==> config.mk <==
export PLATFORM = sky130hd
export DESIGN_NAME = alu_seq
export DESIGN_NICKNAME = d
export VERILOG_FILES = /design/src/rtl/alu_seq_pkg.sv /design/src/rtl/alu_seq_core.sv /design/src/rtl/alu_seq.sv
export SDC_FILE = /design/constraint.sdc
export NUM_CORES = 1
export LEC_CHECK = 0
export ABC_AREA = 1
export CORE_MARGIN = 10
export CORE_UTILIZATION = 50
export CTS_BUF_LIST = sky130_fd_sc_hd__clkbuf_8
export DETAILED_ROUTE_END_ITERATION = 6
export GPL_ROUTABILITY_DRIVEN = 1
export PLACE_DENSITY = 0.77
export SYNTH_ARGS = -nofsm -noshare
export SYNTH_HDL_FRONTEND = slang
export SYNTH_SLANG_ARGS = --single-unit
==> constraint.sdc <==
create_clock -name clk -period 3.2 [get_ports clk]
set_clock_uncertainty 0.1 [all_clocks]
set_input_delay 0.32 -clock clk [delete_from_list [all_inputs] [get_ports clk]]
set_output_delay 0.32 -clock clk [all_outputs]
set_load 0.1 [all_outputs]
**Wiring by layer**

Scale: 3 px per um. Only two layers are drawn.
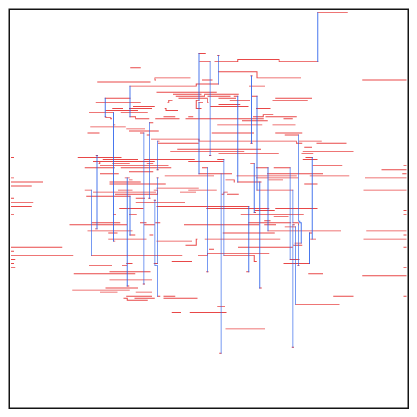
legend:
  M3:
    colour: red
    wire_length: 1930 um
  M4:
    colour: blue
    wire_length: 897 um
Routed WL per cell: 16.1 um
via count: 7651

**Cell placement**

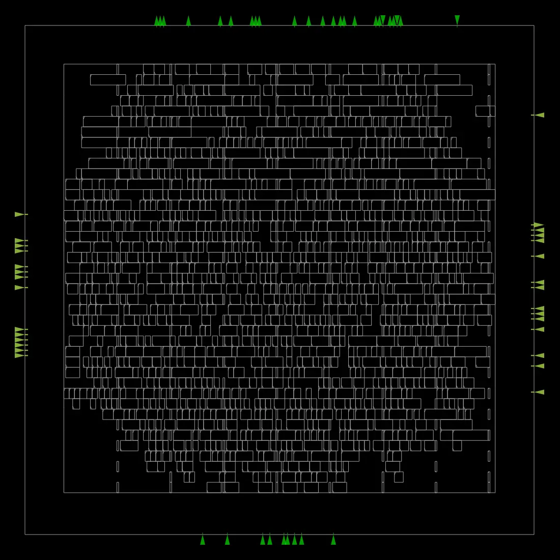
post-route insts no fill: 1395
row count: 41
Util after Layout: 0.669
Placeable Area: 12500 um^2
Seq/total area: 0.135

**Where the registers sit**

Scale: 4 px per um. Other sequential cells in the stronger grey, the rest of the logic in the fainter grey.
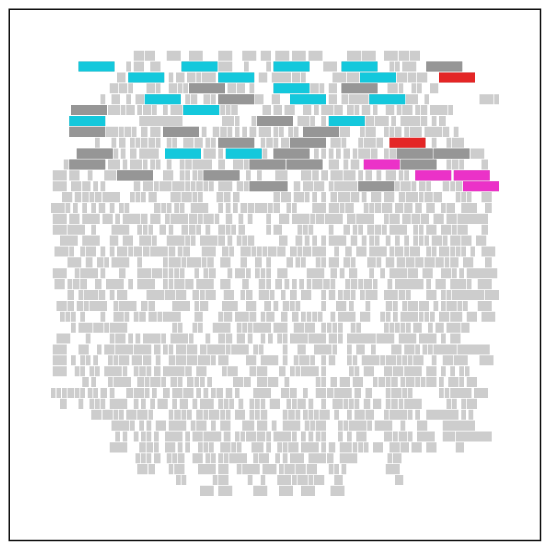
legend:
  `state_q`:
    colour: red
    flops: 2
  `result`:
    colour: cyan
    flops: 16
  `op_q`:
    colour: magenta
    flops: 4
Sequential Power: 0.00106 W
Storage cell area: 1130 um^2

**Nets reached from selected ports**

Scale: 4 px per um.
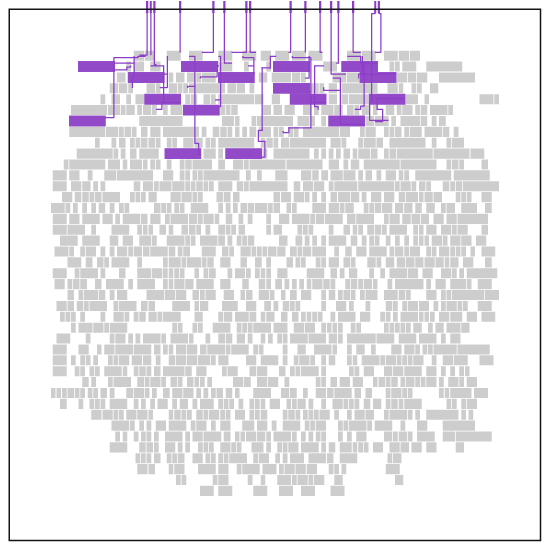
legend:
  `result`:
    colour: purple
    bits: 16
    direction: output
    end_cells: 16
    wire: 524 um
Boundary Pins: 62
PortBufs: 61

**Wiring heat map**

Scale: 3 px per um. 26 x 26 tiles, from dark blue (low) to red (high), scaled to the fullest tile. Values are wire area over tile area, all layers added.
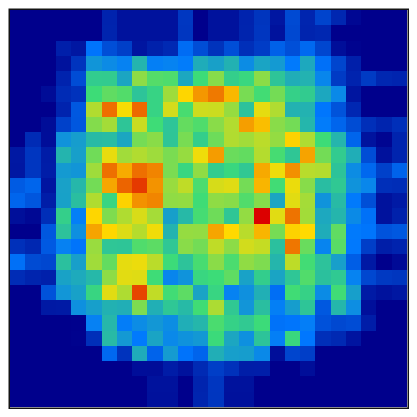
fullest tile: 0.73
tiles over half the peak: 26%
nearly empty tiles: 22%
GRT Resource Usage Total: 0.245
post-detailed-routing wire length: 22500 um

==> Slide: Implementation Results <==
Synthesis and Place & Route Summary

Critical path
  – Crit path required time: 3.27 ns
  – R2R depth: 16
  – Kind of critical path: flip-flop to flip-flop
  – Crit-path max cell delay: around 0.5 ns
  – Crit Path Max Fanout: 3

Layout
  – Top class by area: combinational gates
  – Logic area: about 4600 um^2
  – Post-route cell area: 8370 um^2
  – Signal inverters: 178
  – Non-Clock Buffer Count: ~200

Timing
  – Hold slack: between 0.3 and 0.4 ns
  – Fin crit share: 0.944
  – Slew HR: 0.188

Synth
  – Most numerous cell in the Yosys netlist: nand2_1
  – Synth Flop Type: dfrtp_1
  – Mapped Cells: ~1000
  – Library cells used by synthesis: 44
  – Avg Cell Area, Syn: 6.10 um^2
  – Top area contributor share: 0.178
  – Flip-flops with a built-in enable: 0
  – Post-synth seq share: 0.178

Power
  – Pwr Density: 622 nW/um^2
  – Logic gate share of total power: 0.713

Hold path
  – Hold path cells: 4
  – Worst min path class: input pin to flip-flop

Clocking
  – CTS tree: yes
  – Clk latency late pin: approximately 0.32 ns
  – CTS Sinks: around 45
  – Total CTS buffers: 5

Routing
  – DRT Pass-1 Iters: 6
  – Via density: ~5.5
  – Met2 wire len: approximately 10000 um
  – DRT antenna net count: 0

Run
  – Tool Warnings: ~45
  – MaxCap Viol Count: 0

Die
  – Well Taps: approximately 170

Run status
  – Status: finished clean

GRT
  – Met1 Resource Use GR: 0.318
  – Met2 Usage GRT: 0.406
  – Met3 usage: 0.0401

Placement
  – Worst slack at placement: -0.671 ns
-- cell usage in the layout, fill, tap and decap left out, types with 7 or more instances in the layout --
master,instances
nand3_1,73
a31oi_1,14
nand4_1,12
nand2_2,25
o21ai_0,36
nor3_1,8
nor2_1,105
ha_1,76
nor4_1,9
nor2_2,12
o21ai_1,7
nand3_2,8
buf_4,147
inv_2,14
nand2_1,279
nand3b_1,11
inv_1,162
clkdlybuf4s50_1,50
or2_2,13
dfrtp_1,44
o221ai_1,19
a21oi_1,28
-- what timing repair did --
action / in CTS / in global routing
setup buffers: 0 / 5
pin swaps: 5 / 26
endpoints found under the hold margin: 0 / 0
resized: 16 / 56
hold buffers: 0 / 0
setup endpoints to repair: 12 / 9
-- kinds of logic (layout without fill, tap and decap cells) --
logic type / Yosys count / count (layout) / share of synthesized area
AOI/OAI and AO/OA: 138 / 138 / 0.135
DFF: 45 / 45 / 0.178
adders and majority gates: 83 / 83 / 0.169
xor gates and xnor gates: 4 / 4 / 0.00554
and+or+nand+nor: 563 / 563 / 0.383
buffers and inverters: 204 / 390 / 0.129
-- power by group through the flow --
stage	Clock [W]	Sequential, W	Combinational [W]
after floorplan	0	0.00186	0.00174
after global placement	0	0.00104	0.00353
after global routing	0.000463	0.00109	0.00398
after CTS	0.000431	0.00105	0.00362
final	0.000435	0.00106	0.00371
after detailed placement	0	0.00106	0.00359
-- critical path, delay by kind of cell, from the launching register on --
| kind | cells | cell delay, ns |
|---|---|---|
| simple gates | 9 | 1.12 |
| fa+ha+maj | 2 | 0.69 |
| buf+inv | 4 | 0.45 |
| flops | 1 | 0.42 |
| compound gates | 1 | 0.08 |
Power is estimated from default activity; no workload was simulated.
